`src/rtl/ex_flags_pkg.sv`:
```
// Shared definitions for the execute-stage flag unit: branch condition
// codes, flag bit positions and the branch condition evaluator.
package ex_flags_pkg;

    // Branch condition codes as carried on br_cond.
    typedef enum logic [2:0] {
        COND_NEQ   = 3'd0,
        COND_EQ    = 3'd1,
        COND_GT    = 3'd2,
        COND_LT    = 3'd3,
        COND_GTE   = 3'd4,
        COND_LTE   = 3'd5,
        COND_UNC   = 3'd6,
        COND_NEVER = 3'd7
    } cond_e;

    // Bit positions inside the flag word.
    localparam int FLAG_Z = 0;
    localparam int FLAG_N = 1;

    // Decide whether a branch with condition c is taken for the given
    // {N, Z} pair. Only the two evaluated bits are passed so the function
    // stays independent of the full flag word width.
    function automatic logic cond_eval(input cond_e c, input logic [1:0] zn);
        logic z;
        logic n;
        logic taken;
        z = zn[FLAG_Z];
        n = zn[FLAG_N];
        taken = 1'b0;
        case (c)
            COND_NEQ:   taken = ~z;
            COND_EQ:    taken = z;
            COND_GT:    taken = ~z & ~n;
            COND_LT:    taken = n;
            COND_GTE:   taken = ~n;
            COND_LTE:   taken = n | z;
            COND_UNC:   taken = 1'b1;
            COND_NEVER: taken = 1'b0;
            default:    taken = 1'b0;
        endcase
        return taken;
    endfunction

endpackage

```
`src/rtl/ex_flag_stack.sv`:
```
// LIFO of saved flag contexts. Owns the storage array and the depth
// counter. Operations: push (i_push only), pop (i_pop only) and swap
// (both, only when non-empty). A push while full or a pop/swap while
// empty leaves the stack untouched; error reporting lives in the parent.
module ex_flag_stack
    import ex_flags_pkg::*;
#(
    parameter int FLAG_W = 2,
    parameter int DEPTH  = 4,
    parameter int CNT_W  = $clog2(DEPTH + 1)
) (
    input  logic              clk,
    input  logic              rst_n,
    input  logic              i_push,
    input  logic              i_pop,
    input  logic [FLAG_W-1:0] i_wdata,
    output logic [FLAG_W-1:0] o_top,
    output logic [CNT_W-1:0]  o_depth,
    output logic              o_full,
    output logic              o_empty
);

    // Width needed to address DEPTH entries; at least one bit.
    localparam int IDX_W = (DEPTH > 1) ? $clog2(DEPTH) : 1;

    logic [FLAG_W-1:0] r_mem [DEPTH];
    logic [CNT_W-1:0]  r_depth;

    logic              w_full;
    logic              w_empty;
    logic              w_do_swap;
    logic              w_do_push;
    logic              w_do_pop;
    logic [IDX_W-1:0]  w_wr_idx;
    logic [IDX_W-1:0]  w_top_idx;

    // Occupancy decode and operation qualification from the registered depth.
    always_comb begin
        w_full    = (r_depth == CNT_W'(DEPTH));
        w_empty   = (r_depth == '0);
        w_do_swap = i_push & i_pop & ~w_empty;
        w_do_push = i_push & ~i_pop & ~w_full;
        w_do_pop  = i_pop & ~i_push & ~w_empty;
        w_wr_idx  = IDX_W'(r_depth);
        w_top_idx = IDX_W'(r_depth - CNT_W'(1));
    end

    // Context storage; contents are don't-care after reset, so no reset here.
    always_ff @(posedge clk) begin
        if (w_do_swap) begin
            r_mem[w_top_idx] <= i_wdata;
        end else if (w_do_push) begin
            r_mem[w_wr_idx] <= i_wdata;
        end
    end

    // Depth counter; a swap leaves it unchanged.
    always_ff @(posedge clk) begin
        if (!rst_n) begin
            r_depth <= '0;
        end else if (w_do_push) begin
            r_depth <= r_depth + CNT_W'(1);
        end else if (w_do_pop) begin
            r_depth <= r_depth - CNT_W'(1);
        end
    end

    assign o_top   = r_mem[w_top_idx];
    assign o_depth = r_depth;
    assign o_full  = w_full;
    assign o_empty = w_empty;

endmodule

```
`src/rtl/ex_flags_unit.sv`:
```
// Execute-stage flag register with a nested interrupt context stack and a
// registered branch decision toward fetch. The branch is evaluated against
// the flags as they stand before this cycle's update.
module ex_flags_unit
    import ex_flags_pkg::*;
#(
    parameter int FLAG_W = 2,
    parameter int DEPTH  = 4,
    parameter int CNT_W  = $clog2(DEPTH + 1)
) (
    input  logic              clk,
    input  logic              rst_n,
    input  logic [FLAG_W-1:0] flags_in,
    input  logic              cmp,
    input  logic              intr_entry,
    input  logic              returni,
    input  logic              br_valid,
    input  logic [2:0]        br_cond,
    input  logic              err_clr,
    output logic [FLAG_W-1:0] flags_out,
    output logic              pc_branch_sel,
    output logic [CNT_W-1:0]  depth,
    output logic              full,
    output logic              empty,
    output logic              err_ovf,
    output logic              err_udf
);

    logic [FLAG_W-1:0] r_flags;
    logic              r_br_taken_p1;
    logic              r_err_ovf;
    logic              r_err_udf;

    logic [FLAG_W-1:0] w_eff;
    logic [FLAG_W-1:0] w_top;
    logic [CNT_W-1:0]  w_depth;
    logic              w_full;
    logic              w_empty;
    logic              w_restore;
    logic              w_ovf_evt;
    logic              w_udf_evt;
    logic              w_taken_p0;

    ex_flag_stack #(
        .FLAG_W (FLAG_W),
        .DEPTH  (DEPTH),
        .CNT_W  (CNT_W)
    ) u_stack (
        .clk     (clk),
        .rst_n   (rst_n),
        .i_push  (intr_entry),
        .i_pop   (returni),
        .i_wdata (w_eff),
        .o_top   (w_top),
        .o_depth (w_depth),
        .o_full  (w_full),
        .o_empty (w_empty)
    );

    // Priority decode: a successful return (pop or swap) restores the saved
    // context and discards any cmp; every other case takes the effective flags.
    always_comb begin
        w_eff      = cmp ? flags_in : r_flags;
        w_restore  = returni & ~w_empty;
        w_udf_evt  = returni & w_empty;
        w_ovf_evt  = intr_entry & ~returni & w_full;
        w_taken_p0 = br_valid & cond_eval(cond_e'(br_cond),
                                          {r_flags[FLAG_N], r_flags[FLAG_Z]});
    end

    // Architectural flag register.
    always_ff @(posedge clk) begin
        if (!rst_n) begin
            r_flags <= '0;
        end else if (w_restore) begin
            r_flags <= w_top;
        end else begin
            r_flags <= w_eff;
        end
    end

    // Sticky error bits; a new error event outranks a simultaneous clear.
    always_ff @(posedge clk) begin
        if (!rst_n) begin
            r_err_ovf <= 1'b0;
            r_err_udf <= 1'b0;
        end else begin
            r_err_ovf <= (r_err_ovf & ~err_clr) | w_ovf_evt;
            r_err_udf <= (r_err_udf & ~err_clr) | w_udf_evt;
        end
    end

    // p0 -> p1: branch decision registered toward fetch.
    always_ff @(posedge clk) begin
        if (!rst_n) begin
            r_br_taken_p1 <= 1'b0;
        end else begin
            r_br_taken_p1 <= w_taken_p0;
        end
    end

    assign flags_out     = r_flags;
    assign pc_branch_sel = r_br_taken_p1;
    assign depth         = w_depth;
    assign full          = w_full;
    assign empty         = w_empty;
    assign err_ovf       = r_err_ovf;
    assign err_udf       = r_err_udf;

endmodule

```
`config.mk`:
```
export PLATFORM = sky130hd
export DESIGN_NAME = ex_flags_unit
export DESIGN_NICKNAME = d
export VERILOG_FILES = /design/src/rtl/ex_flags_pkg.sv /design/src/rtl/ex_flag_stack.sv /design/src/rtl/ex_flags_unit.sv
export SDC_FILE = /design/constraint.sdc
export NUM_CORES = 1
export LEC_CHECK = 0
export ABC_AREA = 1
export CORE_MARGIN = 3
export CORE_UTILIZATION = 35
export CTS_CLUSTER_DIAMETER = 80
export DETAILED_ROUTE_END_ITERATION = 10
export PLACE_DENSITY = 0.59
export REMOVE_ABC_BUFFERS = 1
export SYNTH_ARGS = -nofsm -noshare
export SYNTH_HDL_FRONTEND = slang
export SYNTH_SLANG_ARGS = --single-unit
```
`constraint.sdc`:
```
create_clock -name clk -period 2.37 [get_ports clk]
set_input_delay 0.474 -clock clk [delete_from_list [all_inputs] [get_ports clk]]
set_output_delay 0.474 -clock clk [all_outputs]
set_load 0.03 [all_outputs]
```
Figure 1. Wiring by layer (run 1).
Scale bar: 20 µm. Only two layers are drawn.
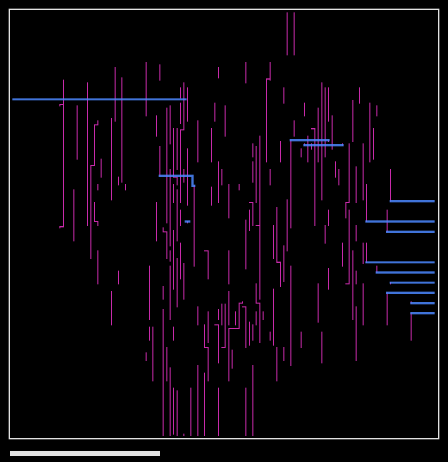
legend:
  magenta:
    layer: M2
    wire_length: 848 µm
  blue:
    layer: M3
    wire_length: 94.7 µm
Post-Route WL: 1800 µm
GRT Total Usage: 11.81%
DR WL/cell: 10.23 µm

Figure 2. Routed clock nets over the placement (run 1).
Scale bar: 20 µm.
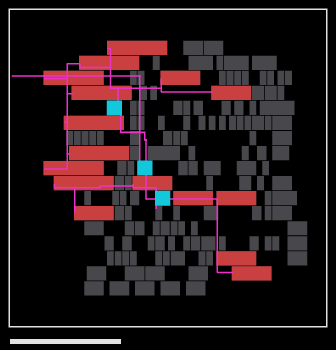
legend:
  red:
    item: flip-flops
    count: 16
  cyan:
    item: clock-net drivers
    count: 3
  magenta:
    item: clock wires
    length: 188 µm
routed clock nets: 4

Figure 3. Placement by cell class (run 1).
Fill, decap, tap and diode cells in gray.
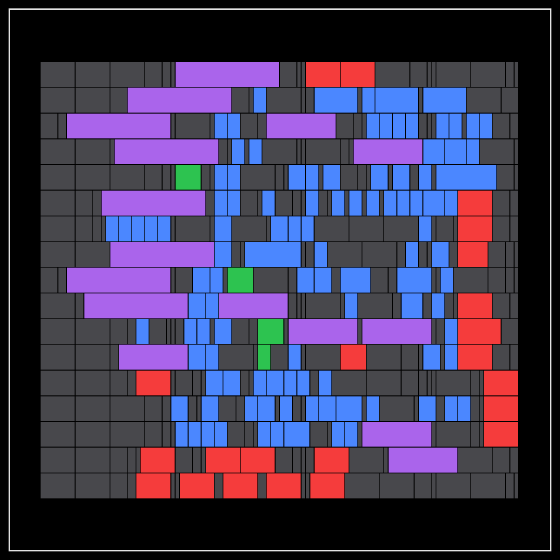
legend:
  red:
    class: remaining buffers and delay cells
    cells: 22
  purple:
    class: registers
    cells: 16
  blue:
    class: remaining logic cells
    cells: 106
  green:
    class: clock drivers and dummy loads
    cells: 4
final instance area: 1189 µm²
final core utilization: 50.80%
core area: 2340 µm²

Figure 4. Clock wiring as the flow saved it (run 1).
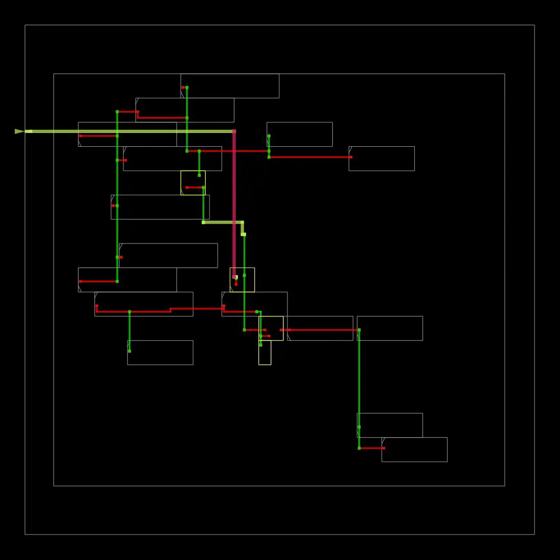
# clk buffers: 3
clock group power: 141 µW
Late-Pin Clk Latency: 0.28 ns
Inserted Clock Buffers: 3
Clock Skew: 0.008212 ns

==> flow_metrics.env, run 1 <==
# yosys + openroad results
export IMPL_status="finished, final reports clean"
export IMPL_power_leader="registers"
export IMPL_finalNonFillerCells=176
export IMPL_finalCriticalPeriod_ns=2.075
export IMPL_whs_path_depth=2
export IMPL_placed_cells=172
export IMPL_power_uw=769.5
export IMPL_drt_initial_drc_count=18
export IMPL_synthToLayoutAreaGrowth_pct=29.78
export IMPL_adder_share_pct=4.098
export IMPL_crit_path_frequent_cell="inv_1"
export IMPL_finalHoldViolations=0
export IMPL_finalCritPeriodShare_pct=87.53
export IMPL_clock_sinks=16
export IMPL_overflow=0
export IMPL_numSynthFlops=16
export IMPL_cp_buffers_inverters=3
export IMPL_met3_usage_pct=3.167
export IMPL_logic_family="simple AND/OR/NAND/NOR gates"
export IMPL_first_global_vias=727
export IMPL_worst_pin_slew_ns=0.3203
export IMPL_wl_met3_um=94
export IMPL_synth_warnings=0
export IMPL_syn_avg_cell_area_um2=7.446
export IMPL_post_route_drc_count=0
export IMPL_r2r_slack_ns=0.67
export IMPL_synthTopCellsByCount="nand2_1, inv_1, nor2_1"
export IMPL_boundaryPins=22
export IMPL_die_w_um=57.16
export IMPL_area_leaders="edfxtp_1, dfxtp_1, nand2_1"
export IMPL_crit_chain="inv_1 -> ha_1 -> nand2_2 -> inv_1 -> dlygate4sd2_1"
export IMPL_ys_sh_aoi_pct=12.43
export IMPL_hold_class="reg -> reg"
export IMPL_portBuffers=21
export IMPL_vdd_drop_max_v=0.0003581
export IMPL_setup_violations=0
export IMPL_vias=801
export IMPL_top_cell="nand2_1"
export IMPL_start_kind="flip-flop"
export IMPL_cts_tree="done"
export IMPL_synthMuxAreaShare_pct=0
export IMPL_reg2reg_depth=7
export IMPL_fillCellCount=248
export IMPL_dpl_hpwl_um=1476
export IMPL_nNetsFinal=164
export IMPL_p_switching_uw=275.4
export IMPL_critPathLaunch="u_stack.o_depth[0]"
export IMPL_simple_gate_share_pct=27.32
export IMPL_top_area_cell="edfxtp_1"
export IMPL_sw_frac_of_total_pct=35.79
export IMPL_yosysTopAreaCellShare_pct=26.23
export IMPL_powerSeq_uw=337
export IMPL_ys_flop_type="edfxtp_1"
export IMPL_dr_pass1_iters=4
export IMPL_required_ns=1.90
export IMPL_p_per_area_nw_per_um2=647.4
export IMPL_synth_edff_count=8
export IMPL_worstPathMaxFanout=7
export IMPL_grt_pass1_wl_um=3063
export IMPL_critical_path_endpoint="full"
export IMPL_whs_endpoint="err_ovf"
export IMPL_antenna_found_initial=0
export IMPL_row_count=17
export IMPL_cts_max_path_buffers=2
export IMPL_min_from="err_ovf"
export IMPL_drtAntennaViolNets=0
export IMPL_die_y_um=57.16
export IMPL_dp_slack_ns=0.3112
export IMPL_diodes=0
export IMPL_maxCapViolCount=0
export IMPL_setup_ws_ns=0.2954
export IMPL_timing_hold_ws_ns=0.4686
export IMPL_crit_cells=5
export IMPL_netlist_instances=123
export IMPL_p_seq_share_pct=43.8
export IMPL_drv_slew=0
export IMPL_relSlewSlack_pct=78.58
export IMPL_post_cts_resized=1
export IMPL_grt_max_degree=10
export IMPL_clkTransAtPathRegs_ns=0.08
export IMPL_busiest_layer="met2"
export IMPL_slowest_stage="dlygate4sd2_1"
export IMPL_endpoint_kind="output port"
==> run 1: flip-flops by register name, indices dropped and copies added, names as in the netlist <==
signal	count
pc_branch_sel	1
err_ovf	1
u_stack.r_mem	8
flags_out	2
u_stack.o_depth	3
err_udf	1
==> run 1: layout make-up <==
| type | count | area [µm²] | area share [%] |
|---|---|---|---|
| well taps | 28 | 35.03 | 2.947 |
| clock buffers | 3 | 22.52 | 1.895 |
| repair buffers | 22 | 219.0 | 18.42 |
| inverters | 24 | 90.09 | 7.579 |
| flip-flops and latches | 16 | 400.4 | 33.68 |
| multi-input cells | 82 | 417.9 | 35.16 |
| clock inverters | 1 | 3.754 | 0.3158 |
==> run 1: tightest hold or removal path, cell delays in order, from the launching register on <==
cell     delay, ns
dfxtp_1       0.32
nand2_1       0.06
a21oi_1       0.05
==> inputs of run 2 (changes only) <==
--- a/config.mk
+++ b/config.mk
@@ -6,12 +6,13 @@
 export NUM_CORES = 1
 export LEC_CHECK = 0
 export ABC_AREA = 1
-export CORE_MARGIN = 3
 export CORE_UTILIZATION = 35
 export CTS_CLUSTER_DIAMETER = 80
 export DETAILED_ROUTE_END_ITERATION = 10
+export GPL_TIMING_DRIVEN = 0
 export PLACE_DENSITY = 0.59
 export REMOVE_ABC_BUFFERS = 1
+export SLEW_MARGIN = 10
 export SYNTH_ARGS = -nofsm -noshare
 export SYNTH_HDL_FRONTEND = slang
 export SYNTH_SLANG_ARGS = --single-unit
Figure 5. Wiring by layer (run 2).
Scale bar: 20 µm. Only two layers are drawn.
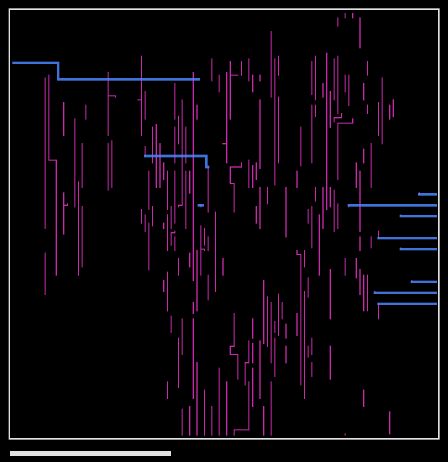
legend:
  blue:
    layer: M3
    wire_length: 80.9 µm
  magenta:
    layer: M2
    wire_length: 805 µm
Post-Route WL: 1734 µm
GRT Total Usage: 14.54%
Via Count: 812
DR WL/cell: 9.797 µm

==> flow_metrics.env, run 2 <==
# yosys + openroad results
export IMPL_status="finished, final reports clean"
export IMPL_boundaryPins=22
export IMPL_crit_chain="inv_1 -> ha_1 -> nand2_2 -> inv_1 -> dlygate4sd2_1"
export IMPL_clk_power_uw=143
export IMPL_p_per_area_nw_per_um2=646.3
export IMPL_die_w_um=53.16
export IMPL_diodes=0
export IMPL_cp_buffers_inverters=3
export IMPL_antenna_found_initial=0
export IMPL_finalHoldViolations=0
export IMPL_required_ns=1.90
export IMPL_dpl_hpwl_um=1373
export IMPL_dp_slack_ns=0.1201
export IMPL_mi_logic_area_um2=417.9
export IMPL_grt_pass1_wl_um=2911
export IMPL_worstPathMaxFanout=9
export IMPL_yosysTopAreaCellShare_pct=26.23
export IMPL_post_cts_buffers=0
export IMPL_setup_violations=0
export IMPL_core_util_floorplan_pct=36.97
export IMPL_post_cts_resized=3
export IMPL_worst_pin_slew_ns=0.3074
export IMPL_drt_initial_drc_count=14
export IMPL_area_leaders="edfxtp_1, dfxtp_1, nand2_1"
export IMPL_start_kind="flip-flop"
export IMPL_utilization_pct=47.68
export IMPL_tns_ns=0
export IMPL_synth_warnings=0
export IMPL_netlist_cell_type_count=19
export IMPL_maxCapViolCount=0
export IMPL_rsz0062_at_grt="no"
export IMPL_met3_usage_pct=3.448
export IMPL_synth_edff_count=8
export IMPL_numSynthFlops=16
export IMPL_ys_flop_type="edfxtp_1"
export IMPL_chip_area_um2=2825
export IMPL_largest_register="u_stack.r_mem"
export IMPL_p_seq_share_pct=44.9
export IMPL_drv_slew=0
export IMPL_top_cell="nand2_1"
export IMPL_p_switching_uw=273.9
export IMPL_gp_congestion=0.7515
export IMPL_netlist_instances=123
export IMPL_finalNonFillerCells=177
export IMPL_clock_latency_ns=0.28
export IMPL_cts_tree="done"
export IMPL_die_y_um=53.16
export IMPL_post_route_drc_count=0
export IMPL_timing_hold_ws_ns=0.4711
export IMPL_fillCellCount=258
export IMPL_drtAntennaViolNets=0
export IMPL_powerSeq_uw=343
export IMPL_grt_max_degree=10
export IMPL_clkTransAtPathRegs_ns=0.09
export IMPL_crit_path_frequent_cell="inv_1"
export IMPL_min_from="err_ovf"
export IMPL_cts_max_path_buffers=2
export IMPL_whs_endpoint="err_ovf"
export IMPL_reg2reg_depth=9
export IMPL_vdd_drop_max_v=0.0003343
export IMPL_portBuffers=21
export IMPL_clock_sinks=16
export IMPL_combPwrFrac_pct=36.3
export IMPL_whs_path_depth=2
export IMPL_synthToLayoutAreaGrowth_pct=28.96
export IMPL_hold_class="reg -> reg"
export IMPL_r2r_slack_ns=0.48
export IMPL_relSlewSlack_pct=79.44
export IMPL_crit_cells=5
export IMPL_largest_reg_flops=8
export IMPL_first_global_vias=714
export IMPL_critical_path_endpoint="full"
export IMPL_endpoint_kind="output port"
export IMPL_finalCritPeriodShare_pct=91.31
export IMPL_placed_cells=173
export IMPL_setup_ws_ns=0.2059
export IMPL_busiest_layer="met2"
export IMPL_slowest_stage="dlygate4sd2_1"
export IMPL_power_uw=763.3
export IMPL_finalCriticalPeriod_ns=2.164
export IMPL_clock_skew_ns=0.003605
export IMPL_sw_frac_of_total_pct=35.89
export IMPL_synthTopCellsByCount="nand2_1, inv_1, nor2_1"
export IMPL_row_count=18
export IMPL_regArea_um2=401.6
export IMPL_syn_avg_cell_area_um2=7.446
export IMPL_dr_pass1_iters=4
export IMPL_cts_buffers=3
export IMPL_critPathLaunch="u_stack.o_depth[0]"
export IMPL_fin_area_um2=1181
-- run 2: cell counts after synthesis --
Identical to the previous run, type by type.
-- run 2: final cells by class --
class                      count  share of cell area (%)
timing repair buffer          21                   17.58
clock buffer                   3                   1.907
inverter                      24                   7.627
clock inverter                 1                  0.3178
tap                           30                   3.178
multi-input combinational     82                   35.38
sequential                    16                   34.00
-- run 2: logic make-up (layout without fill, tap and decap cells) --
logic type | Yosys count | count (layout) | synth area share, %
fa+ha+maj | 3 | 3 | 4.099
buf+inv | 25 | 49 | 10.66
simple gates | 57 | 57 | 27.32
xor+xnor | 1 | 1 | 1.776
compound gates | 21 | 21 | 12.43
flops | 16 | 16 | 43.72
Power and IR drop assume default switching activity.
